===== config.mk =====
export PLATFORM = sky130hd
export DESIGN_NAME = pwm_multi_gen_flat
export DESIGN_NICKNAME = d
export VERILOG_FILES = /design/src/rtl/pwm_multi_gen_if.sv /design/src/rtl/pwm_multi_gen.sv /design/src/flat_wrapper.sv
export SDC_FILE = /design/constraint.sdc
export NUM_CORES = 1
export LEC_CHECK = 0
export ABC_CLOCK_PERIOD_IN_PS = 12900
export CAP_MARGIN = 10
export CORE_MARGIN = 8
export CORE_UTILIZATION = 55
export CTS_BUF_LIST = sky130_fd_sc_hd__clkbuf_2 sky130_fd_sc_hd__clkbuf_4 sky130_fd_sc_hd__clkbuf_8
export CTS_CLUSTER_DIAMETER = 40
export DETAILED_ROUTE_END_ITERATION = 8
export PLACE_DENSITY = 0.82
export SLEW_MARGIN = 20
export SYNTH_ARGS = -nofsm -noshare
export SYNTH_HDL_FRONTEND = slang
export SYNTH_SLANG_ARGS = --single-unit

===== constraint.sdc =====
create_clock -name clk -period 12.9 [get_ports clk]
set_input_delay 2.58 -clock clk [delete_from_list [all_inputs] [get_ports clk]]
set_output_delay 2.58 -clock clk [all_outputs]
set_load 0.02 [all_outputs]

===== src/rtl/pwm_multi_gen_if.sv =====
// Register-side bundle for pwm_multi_gen.
//   enable       : global run enable (master -> generator)
//   duty         : packed duty codes, channel i at [i*DUTY_BITS +: DUTY_BITS]
//   pwm          : registered PWM outputs, bit i = channel i
//   period_start : one-cycle pulse when the shared counter wraps to 0
//   active_width : applied width per channel, channel i at [i*CW +: CW]
interface pwm_multi_gen_if #(
    parameter int unsigned CHANNELS  = 4,
    parameter int unsigned PERIOD    = 400000,
    parameter int unsigned DUTY_BITS = 8
);
    localparam int unsigned CW = $clog2(PERIOD + 1);

    logic                          enable;
    logic [CHANNELS*DUTY_BITS-1:0] duty;
    logic [CHANNELS-1:0]           pwm;
    logic                          period_start;
    logic [CHANNELS*CW-1:0]        active_width;

    modport master (
        output enable, duty,
        input  pwm, period_start, active_width
    );

    modport slave (
        input  enable, duty,
        output pwm, period_start, active_width
    );
endinterface


===== src/rtl/pwm_multi_gen.sv =====
// Multi-channel PWM generator sharing one period counter.
// Each channel clamps its duty-derived width to [MIN_WIDTH, MAX_WIDTH],
// applies width changes only at the period wrap, and slew-limits them.
//   clk   : system clock, rising edge
//   reset : synchronous, active-high
//   bus   : pwm_multi_gen_if slave (enable, duty in; pwm, period_start,
//           active_width out)
module pwm_multi_gen #(
    parameter int unsigned CHANNELS  = 4,
    parameter int unsigned PERIOD    = 400000,
    parameter int unsigned MIN_WIDTH = 200000,
    parameter int unsigned MAX_WIDTH = 360000,
    parameter int unsigned DUTY_BITS = 8,
    parameter int unsigned SLEW_STEP = 40000
) (
    input logic           clk,
    input logic           reset,
    pwm_multi_gen_if.slave bus
);
    localparam int unsigned CW = $clog2(PERIOD + 1);
    localparam int unsigned PW = DUTY_BITS + CW;
    // A step larger than the period behaves as unlimited; capping keeps it in CW bits.
    localparam int unsigned STEP = (SLEW_STEP > PERIOD) ? PERIOD : SLEW_STEP;

    localparam logic [CW-1:0] LAST   = CW'(PERIOD - 1);
    localparam logic [CW-1:0] MIN_W  = CW'(MIN_WIDTH);
    localparam logic [CW-1:0] MAX_W  = CW'(MAX_WIDTH);
    localparam logic [CW-1:0] STEP_W = CW'(STEP);
    localparam logic [PW-1:0] MIN_P  = PW'(MIN_WIDTH);
    localparam logic [PW-1:0] MAX_P  = PW'(MAX_WIDTH);

    if (MIN_WIDTH > MAX_WIDTH) begin : g_bad_cfg
        $error("pwm_multi_gen: MIN_WIDTH must not exceed MAX_WIDTH");
    end

    logic [CW-1:0]                count_q, count_d;
    logic [CHANNELS-1:0][CW-1:0]  width_q, width_d;
    logic [CHANNELS-1:0]          pwm_q, pwm_d;
    logic                         ps_q, ps_d;
    logic                         wrap;
    logic [CHANNELS-1:0][PW-1:0]  prod, scaled;
    logic [CHANNELS-1:0][CW-1:0]  target, diff;

    always_comb begin
        wrap    = bus.enable && (count_q == LAST);
        count_d = (!bus.enable || wrap) ? '0 : count_q + CW'(1);
        ps_d    = wrap;
        prod    = '0;
        scaled  = '0;
        target  = '0;
        diff    = '0;
        width_d = width_q;
        pwm_d   = '0;
        for (int unsigned ch = 0; ch < CHANNELS; ch++) begin
            prod[ch]   = PW'(bus.duty[ch*DUTY_BITS +: DUTY_BITS]) * PW'(PERIOD);
            scaled[ch] = prod[ch] >> DUTY_BITS;
            if (scaled[ch] < MIN_P)      target[ch] = MIN_W;
            else if (scaled[ch] > MAX_P) target[ch] = MAX_W;
            else                         target[ch] = scaled[ch][CW-1:0];

            // Step toward target; the branch taken guarantees no wrap-around.
            if (!bus.enable) begin
                width_d[ch] = MIN_W;
            end else if (wrap) begin
                if (STEP == 0) begin
                    width_d[ch] = target[ch];
                end else if (target[ch] > width_q[ch]) begin
                    diff[ch]    = target[ch] - width_q[ch];
                    width_d[ch] = (diff[ch] > STEP_W) ? width_q[ch] + STEP_W : target[ch];
                end else begin
                    diff[ch]    = width_q[ch] - target[ch];
                    width_d[ch] = (diff[ch] > STEP_W) ? width_q[ch] - STEP_W : target[ch];
                end
            end

            // Compares against the width in force for the current count, so a
            // new width only affects the period that starts at count 0.
            pwm_d[ch] = bus.enable && (count_q < width_q[ch]);
        end
    end

    always_ff @(posedge clk) begin
        if (reset) begin
            count_q <= '0;
            pwm_q   <= '0;
            ps_q    <= 1'b0;
            for (int unsigned ch = 0; ch < CHANNELS; ch++) begin
                width_q[ch] <= MIN_W;
            end
        end else begin
            count_q <= count_d;
            pwm_q   <= pwm_d;
            ps_q    <= ps_d;
            width_q <= width_d;
        end
    end

    assign bus.pwm          = pwm_q;
    assign bus.period_start = ps_q;
    assign bus.active_width = width_q;
endmodule


===== src/flat_wrapper.sv =====
// flat-port wrapper written by rule: the top's interface ports become plain ports
module pwm_multi_gen_flat 
#(
    parameter int unsigned CHANNELS  = 4,
    parameter int unsigned PERIOD    = 400000,
    parameter int unsigned MIN_WIDTH = 200000,
    parameter int unsigned MAX_WIDTH = 360000,
    parameter int unsigned DUTY_BITS = 8,
    parameter int unsigned SLEW_STEP = 40000
)
  (clk, reset, bus_enable, bus_duty, bus_pwm, bus_period_start, bus_active_width);
  pwm_multi_gen_if #(.CHANNELS(CHANNELS), .PERIOD(PERIOD), .DUTY_BITS(DUTY_BITS)) bus_i ();
  input logic clk;
  input logic reset;
  input wire logic [$bits(bus_i.enable)-1:0] bus_enable;
  input wire logic [$bits(bus_i.duty)-1:0] bus_duty;
  output wire logic [$bits(bus_i.pwm)-1:0] bus_pwm;
  output wire logic [$bits(bus_i.period_start)-1:0] bus_period_start;
  output wire logic [$bits(bus_i.active_width)-1:0] bus_active_width;
  assign bus_i.enable = bus_enable;
  assign bus_i.duty = bus_duty;
  assign bus_pwm = bus_i.pwm;
  assign bus_period_start = bus_i.period_start;
  assign bus_active_width = bus_i.active_width;
  pwm_multi_gen #(.CHANNELS(CHANNELS), .PERIOD(PERIOD), .MIN_WIDTH(MIN_WIDTH), .MAX_WIDTH(MAX_WIDTH), .DUTY_BITS(DUTY_BITS), .SLEW_STEP(SLEW_STEP)) u_core (.clk(clk), .reset(reset), .bus(bus_i));
endmodule

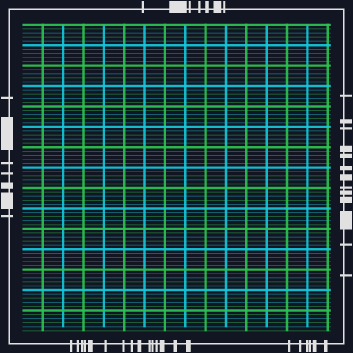
Fig. 1. Power grid (run 1).
Scale: 1.5 px per um. Pins as bars on the die edge.
| net | color |
|---|---|
| VSS | green |
| VDD | cyan |
met4 straps: 15
met5 straps: 15

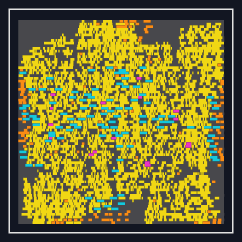
Fig. 2. Cells colored by class (run 1).
Scale: 1 px per um. Fill, decap, tap and diode cells in gray.
| class | color | cells | share of their area |
|---|---|---|---|
| combinational and other logic | yellow | 2,879 | 85% |
| remaining buffers and delay cells | orange | 141 | 5.5% |
| sequential cells | cyan | 100 | 8.2% |
| clock drivers and dummy loads | magenta | 16 | 0.87% |

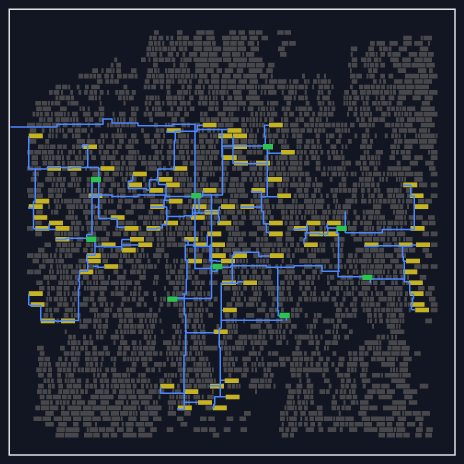
Fig. 3. Clock distribution (run 1).
Scale: 2 px per um.
[flip-flops] yellow | count: 100
[clock drivers] green | count: 9
[clock wires] blue | length: 1,770 um
routed clock nets: 10

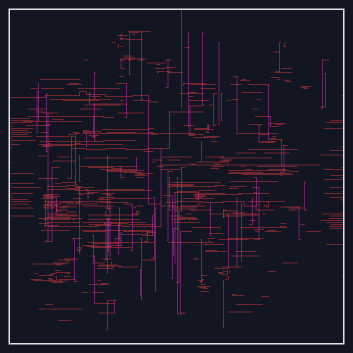
Fig. 4. Routed metal, one color a layer (run 1).
Scale: 1.5 px per um. Only two layers are drawn.
| layer | color | wire length |
|---|---|---|
| metal 4 | magenta | 2,490 um |
| metal 3 | red | 5,490 um |

[run 1: cells in the mapped netlist (36+ instances only)]
master,number
a211oi_1,47
a21o_1,118
a21oi_1,247
a31oi_1,36
and2_1,39
and3_1,39
clkbuf_1,114
dfxtp_1,100
fa_1,52
ha_1,438
inv_1,248
nand2_1,196
nand2b_1,39
nand3_1,82
nor2_1,207
nor2b_1,47
nor3_1,77
o211ai_1,38
o21a_1,36
o21ai_0,197
xnor2_1,126
xor2_1,55
[run 1: cells by family after synthesis]
logic type | Yosys count
xor gates and xnor gates | 181
DFF | 100
adders and majority gates | 490
buffers and inverters | 381
AOI/OAI and AO/OA | 1022
and+or+nand+nor | 905
muxes | 30
[run 1: flip-flops by register name, indices dropped and copies added, names as in the netlist]
signal / count
u_core.bus.active_width: 76
u_core.bus.period_start: 1
u_core.count_q: 19
u_core.bus.pwm: 4
[run 1: critical path, delay by kind of cell]
kind / cells / cell delay, ns
xor+xnor: 2 / 0.46
fa+ha+maj: 6 / 2.36
simple gates: 5 / 1.91
buf+inv: 4 / 0.83
compound gates: 18 / 4.28
[run 1: metal layers]
layer	part of all wire [%]	wire [um]	vias to the layer above
met3	7.5	5490	193
li1	-	-	11500
met5	0	0	-
met1	43	32000	11600
met4	3.4	2490	0
met2	46	33600	1052
[run 1: area by class of cell]
cell class / instances / area [sq um] / share of cell area (%)
clock buffers: 9 / 124 / 0.494
clock inverters: 7 / 88.8 / 0.354
inverters: 251 / 942 / 3.76
multi-input cells: 2628 / 19900 / 79.3
flip-flops and latches: 100 / 2000 / 7.99
well taps: 539 / 674 / 2.69
repair buffers: 141 / 1350 / 5.37
[run 1: report_power, final]
group / switching, mW / total [mW] / leakage [nW] / internal, mW
clock network: 0.154 / 0.233 / 0.107 / 0.0791
logic: 2.65 / 4.34 / 10.7 / 1.69
registers: 0.00147 / 0.311 / 0.807 / 0.310
total: 2.80 / 4.88 / 11.6 / 2.08
[run 1: how the worst max path moves through the flow]
stage                                                          end  slack [ns]  depth (start not counted)
after floorplan           u_core.bus.active_width[72]$_SDFFE_PP0P_        2.00                         35
after global placement    u_core.bus.active_width[38]$_SDFFE_PP0P_        0.80                         35
after detailed placement  u_core.bus.active_width[53]$_SDFFE_PP0P_        0.57                         35
after CTS                 u_core.bus.active_width[40]$_SDFFE_PP0P_        1.02                         36
after global routing      u_core.bus.active_width[53]$_SDFFE_PP0P_        0.08                         36
final                     u_core.bus.active_width[69]$_SDFFE_PP0P_        0.83                         35
[run 1: stage by stage]
stage	instance area, sq um	utilization, %	hold WS (ns)
2_1_floorplan	23400	-	0.453
3_3_place_gp	24900	59.3	0.492
6_report	25100	59.8	0.521
4_1_cts	25100	59.8	0.520
5_1_grt	25100	59.8	0.551
3_5_place_dp	24900	59.3	0.501
==> Changelog: implementation, run 1 <==
## Flow update

- Crit path time final: 12.07 ns
- Worst Path Required: 13.25 ns
- Port bufs: 115
- Register share after synthesis: roughly 8.6%
- F_max: 82.9 MHz
- Max_cap viols: 0
- Fillers: 3,839
- Yosys top cell by area: ha_1
- Post-synth EDFFs: 0
- Largest logic family: AND-OR/OR-AND gates
- RSZ-0062 raised after global routing: false
- Chip footprint: ~0.049 sq mm
- DR WL/cell: between 20 and 25 um
- Overall via count from detail_route: 24,300
- Area growth, synth to finish: 7.32%
- Slowest cell delay on critical path: 0.77 ns
- Mapped Nets: 3,634
- Rows: between 70 and 80
- Startpoint class of the critical path: primary input
- Area fraction in xor and xnor cells: 6.79%
- Ao+oa area frac: just under 30%
- Worst skew pair latency: 0.46 ns
- CTS tree: built
- Simple share: 19.8%
- Internal reg-to-reg setup slack: 7.67 ns
- Clk root buf: clkbuf_8
- Final hold vios: 0
- Post CTS Setup Buffer Count: 0
- Met3 usage in global routing: 3.53%
- Core ar.: ~0.042 sq mm
- Clock buffer depth: 2
- Vias per inst: 6.61
- Fin crit share: 93.5%
- GRT Total Usage: 28.5%
- Most frequent cells in the layout: 438 x ha_1, 248 x inv_1, 247 x a21oi_1, 207 x nor2_1, 197 x o21ai_0
- Yosys cell count: between 3,000 and 4,000
- Antenna violations before repair: 0
- Clock sink count: about 100
- Outcome: completed
- Main area contributors: ha_1 23%, dfxtp_1 8.6%, a21oi_1 5.3%
- Number of endpoints failing setup at the final stage: 0
- Worst min path class: flip-flop to flip-flop
- Hold path startpoint: u_core.bus.active_width[3]$_SDFFE_PP0P_
- Final HPWL DP: ~59,000 um
- Width of the die: about 220 um
- Routed WL: around 74,000 um
- Ys async rst share: 0%
- Vias in the first global route: 23,400
- Starting Density: 55.7%
- DRT iter0 DRCs: 2,225
- Reg clk slew, reported paths: around 0.14 ns
- 1st-pass router iterations: 6
- Most common reg cell: dfxtp_1
- Clk_skew: 0.0322 ns
- GRT Residual Overflow: 0
- ANT nets after route: 0
- Cell area after synthesis: 0.0234 sq mm
- Worst-Margin Slew: 1.16 ns
- Fa+ha+maj area frac: between 20% and 30%
- Leak pwr: 11.6 nW
- Pins Over Slew Limit: 0
- Worst R2R End: u_core.bus.active_width[40]$_SDFFE_PP0P_
- Met1 Resource Use GR: 37.3%
- Pwr Total: 4.88 mW
- TritonCTS Buffers: 9
- CTS H-tree lvls: 3
- Top cell excl fill/tap: ha_1
- Critical Path AT: approximately 12 ns
- # nets final: 3,656
- Synth Area per Inst: 7.51 sq um
- Total negative slack: 0 ns
- Yosys warnings: 0
- Post-cts resize count: 0
- Layer with the highest usage: met2
- Setup ws final: approximately 0.83 ns
- Largest net degree at the start of global routing: 43
- Placed cell count: 3,659
- Non-Filler Instances: 3,675
- Worst ir drop on vdd: slightly above 0.0001 V
- Pwr/cell area: 195 mW/mm^2
- Post-CTS Hold Buffers: 0
- Top cell area share: 23.5%
- CP startpoint: bus_duty[26]
- WHS Endpoint: u_core.bus.active_width[3]$_SDFFE_PP0P_
- Hold path depth: 2
- Worst Setup End Kind: flip-flop
- Synth cell types: just under 100
- Synth Instances: 3,109
- I/O pin count: around 120
- Worst path slowest cell: nor2_1
- Layout cells sized above 1: roughly 3.4%
- Slew HR: 22.6%
- Mux share: 1.31%
- RR Startpoint: u_core.bus.active_width[44]$_SDFFE_PP1P_
- DRC errors left: 0
- R2R depth: 17
- Maximum fanout along the worst path: 14
- Pre-CTS setup slack: 0.566 ns
- Crit path kind: primary input to flip-flop
- First-pass GRT wire length: 120,000 um
- Die Height: ~220 um
- Tool warnings: about 110
- GR Util met2: roughly 47%
- Number of diodes: 0
- Chip area in the Yosys report: between 0.02 and 0.025 sq mm
- Ys flops: 100
- Routability congestion estimate: between 0.9 and 1
==> run 2, diff against run 1 <==
- SKIP_LAST_GASP: unset -> 1
- SLEW_MARGIN: 20 -> 10
==> run 2 against run 1 <==
Effect of this change:
- via count did not move
- first-iteration DRC count did not move
- clock power barely moved
- routed wire length did not move
==> Changelog: implementation, run 2 <==
## Flow update

- Outcome: completed
- Reg clk slew, reported paths: 0.14 ns (about the same)
- Yosys cell count: 3,109 (unchanged)
- GR Util met2: 47.3% (unchanged)
- Clock group share of total power: 4.8% (about the same)
- Worst path slowest cell: nor2_1
- Clock buffer depth: 2 (unchanged)
- Layer with the highest usage: met2
- Synth Instances: 3,109 (unchanged)
- Net Switching: 2.80 mW (unchanged)
- Ys async rst share: 0% (unchanged)
- Main area contributors: ha_1 23%, dfxtp_1 8.6%, a21oi_1 5.3%
- Post-synth EDFFs: 0 (unchanged)
- Die Height: 222 um (unchanged)
- Internal reg-to-reg setup slack: 7.67 ns (about the same)
- FF+latch area: 0.00200 sq mm (unchanged)
- Worst Setup End Kind: flip-flop
- 1st-pass router iterations: 6 (unchanged)
- Net Sw Frac: 57.4% (unchanged)
- Post-cts resize count: 0 (unchanged)
- Area growth, synth to finish: 7.32% (unchanged)
- Setup ws final: 0.835 ns (unchanged)
- Hold path startpoint: u_core.bus.active_width[3]$_SDFFE_PP0P_
- Final HPWL DP: 59,200 um (unchanged)
- Port bufs: 115 (unchanged)
- Max reg flops: 76 (unchanged)
- Slew HR: 22.6% (unchanged)
- Clock sink count: 100 (unchanged)
- RR Startpoint: u_core.bus.active_width[44]$_SDFFE_PP1P_
- Layout cells sized above 1: 3.44% (unchanged)
- Worst min path class: flip-flop to flip-flop
- Post CTS Setup Buffer Count: 0 (unchanged)
- Yosys top cell by area: ha_1
- Number of endpoints failing setup at the final stage: 0 (unchanged)
- Synth Area per Inst: 7.51 sq um (unchanged)
- Overall via count from detail_route: 24,300 (unchanged)
- Most common reg cell: dfxtp_1
- ANT nets after route: 0 (unchanged)
- Number of diodes: 0 (unchanged)
- Final hold vios: 0 (unchanged)
- Clk_skew: 0.0322 ns (unchanged)
- R2R depth: 17 (unchanged)
- Leak pwr: 11.6 nW (unchanged)
- # nets final: 3,656 (unchanged)
- Met3 usage in global routing: 3.53% (unchanged)
- Worst skew pair latency: 0.46 ns (about the same)
- Hold path depth: 2 (unchanged)
- Synth cell types: 97 (unchanged)
- Worst ir drop on vdd: 0.000101 V (unchanged)
- Ys flops: 100 (unchanged)
- Crit path time final: 12.07 ns (unchanged)
- Largest net degree at the start of global routing: 43 (unchanged)
- Met1 Resource Use GR: 37.3% (unchanged)
- Worst-Margin Slew: 1.16 ns (unchanged)
- Routed WL: 73,500 um (unchanged)
- DRC errors left: 0 (unchanged)
- First-pass GRT wire length: 120,000 um (unchanged)
- Post-CTS Hold Buffers: 0 (unchanged)
- Top cell area share: 23.5% (unchanged)
- Worst Path Required: 13.25 ns (about the same)
- Crit path kind: primary input to flip-flop
- Top cells by count, synth: 438 x ha_1, 248 x inv_1, 247 x a21oi_1
- Max_cap viols: 0 (unchanged)
- Pint: 2.08 mW (unchanged)
- CTS tree: built
- Fin crit share: 93.5% (unchanged)
- DR WL/cell: 20.0 um (unchanged)
- Routability congestion estimate: 0.996 (unchanged)
- Pwr/cell area: 195 mW/mm^2 (unchanged)
- Clk root buf: clkbuf_8
- Chip footprint: 0.0493 sq mm (unchanged)
- GRT Residual Overflow: 0 (unchanged)
- Register share after synthesis: 8.57% (unchanged)
- F_max: 82.9 MHz (unchanged)
- TritonCTS Buffers: 9 (unchanged)
- Pins Over Slew Limit: 0 (unchanged)
- Pre-CTS setup slack: 0.566 ns (unchanged)
- Critical Path AT: 12.41 ns (about the same)
- Top cell excl fill/tap: ha_1
- Tool warnings: 106 (unchanged)
- Most frequent cells in the layout: 438 x ha_1, 248 x inv_1, 247 x a21oi_1, 207 x nor2_1, 197 x o21ai_0
- Placed cell count: 3,659 (unchanged)
- Slowest cell delay on critical path: 0.77 ns (about the same)
- Sequential power share: 6.4% (about the same)
- Antenna violations before repair: 0 (unchanged)
- GRT Total Usage: 28.5% (unchanged)
- Vias per inst: 6.61 (unchanged)
- Vias in the first global route: 23,400 (unchanged)
- Mapped Nets: 3,634 (unchanged)
- WHS Endpoint: u_core.bus.active_width[3]$_SDFFE_PP0P_
- Startpoint class of the critical path: primary input
- Total negative slack: 0 ns (unchanged)
- I/O pin count: 116 (unchanged)
- Top-count cell post-synth: ha_1
- Starting Density: 55.7% (unchanged)
- Cell area after synthesis: 0.0234 sq mm (unchanged)
- Maximum fanout along the worst path: 14 (unchanged)
- DRT iter0 DRCs: 2,225 (unchanged)
- Chip area in the Yosys report: 0.0234 sq mm (unchanged)
- Width of the die: 222 um (unchanged)
- Yosys warnings: 0 (unchanged)
- CTS H-tree lvls: 3 (unchanged)
- Logic area: 0.0199 sq mm (unchanged)
- Worst R2R End: u_core.bus.active_width[40]$_SDFFE_PP0P_
- Gate power share: 88.9% (about the same)
- RSZ-0062 raised after global routing: false
[run 2: cell counts in the layout (fill, tap and decap cells not counted)]
Identical to the previous run, type by type.
[run 2: worst max-delay path by stage]
stage / from / end / cells past startpoint
floorplan: bus_duty[26] / u_core.bus.active_width[72]$_SDFFE_PP0P_ / 35
detailed placement: bus_duty[22] / u_core.bus.active_width[53]$_SDFFE_PP0P_ / 35
global route: bus_duty[22] / u_core.bus.active_width[53]$_SDFFE_PP0P_ / 36
global placement: bus_duty[22] / u_core.bus.active_width[38]$_SDFFE_PP0P_ / 35
CTS: bus_duty[22] / u_core.bus.active_width[40]$_SDFFE_PP0P_ / 36
finish: bus_duty[26] / u_core.bus.active_width[69]$_SDFFE_PP0P_ / 35
[run 2: worst max-delay path, delay by kind of cell]
family | cells | cell delay, ns
compound gates | 18 | 4.28
xor+xnor | 2 | 0.46
fa+ha+maj | 6 | 2.36
buf+inv | 4 | 0.83
simple gates | 5 | 1.91
[run 2: stage by stage]
stage / util (%) / power, mW / area (sq um) / hold WS, ns
global route: 59.8 / 5.30 / 25100 / 0.551
floorplan: - / 3.58 / 23400 / 0.453
global placement: 59.3 / 4.43 / 24900 / 0.492
finish: 59.8 / 4.88 / 25100 / 0.521
CTS: 59.8 / 4.77 / 25100 / 0.520
detailed placement: 59.3 / 4.51 / 24900 / 0.501
[run 2: final cells by class]
type / count / area share (%)
clock buffer: 9 / 0.494
clock inverter: 7 / 0.354
inverter: 251 / 3.76
multi-input combinational: 2628 / 79.3
sequential: 100 / 7.99
tap: 539 / 2.69
timing repair buffer: 141 / 5.37
[run 2: logic make-up after synthesis]
logic type	synth area share (%)
adder cells (fa/ha/maj)	27.9
flip-flops	8.57
buffers and inverters	6.30
XOR/XNOR	6.79
multiplexers	1.31
AND/OR/NAND/NOR	19.8
AND-OR/OR-AND	29.3
[run 2: power by group through the flow]
| stage | sequential, mW | clock [mW] | combinational, mW |
|---|---|---|---|
| after floorplan | 0.318 | 0 | 3.26 |
| after global placement | 0.318 | 0 | 4.11 |
| after detailed placement | 0.318 | 0 | 4.20 |
| after CTS | 0.311 | 0.236 | 4.22 |
| after global routing | 0.311 | 0.245 | 4.74 |
| final | 0.311 | 0.233 | 4.34 |
[run 2: layer usage]
metal,share of wire [%],routed length (um)
met1,43,32000
met2,46,33600
met3,7.5,5490
met4,3.4,2490
met5,0,0
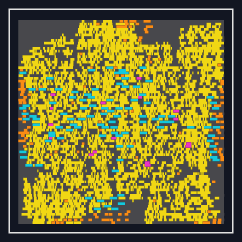
Fig. 5. Cells colored by class (run 2).
Scale: 1 px per um. Fill, decap, tap and diode cells in gray.
sequential share of cell area: 7.99%
Rows: 75

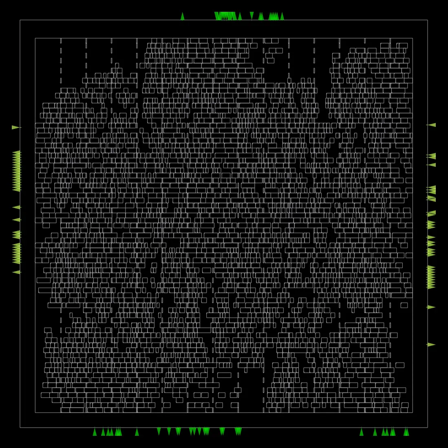
Fig. 6. Placement view (run 2).
Fillers: 3,839
FFs & Latches: 100
Tap Cells: 539
Core ar.: 0.0419 sq mm
Non-Filler Instances: 3,675

Power figures rest on the tool's default switching activity, not on a simulated workload.
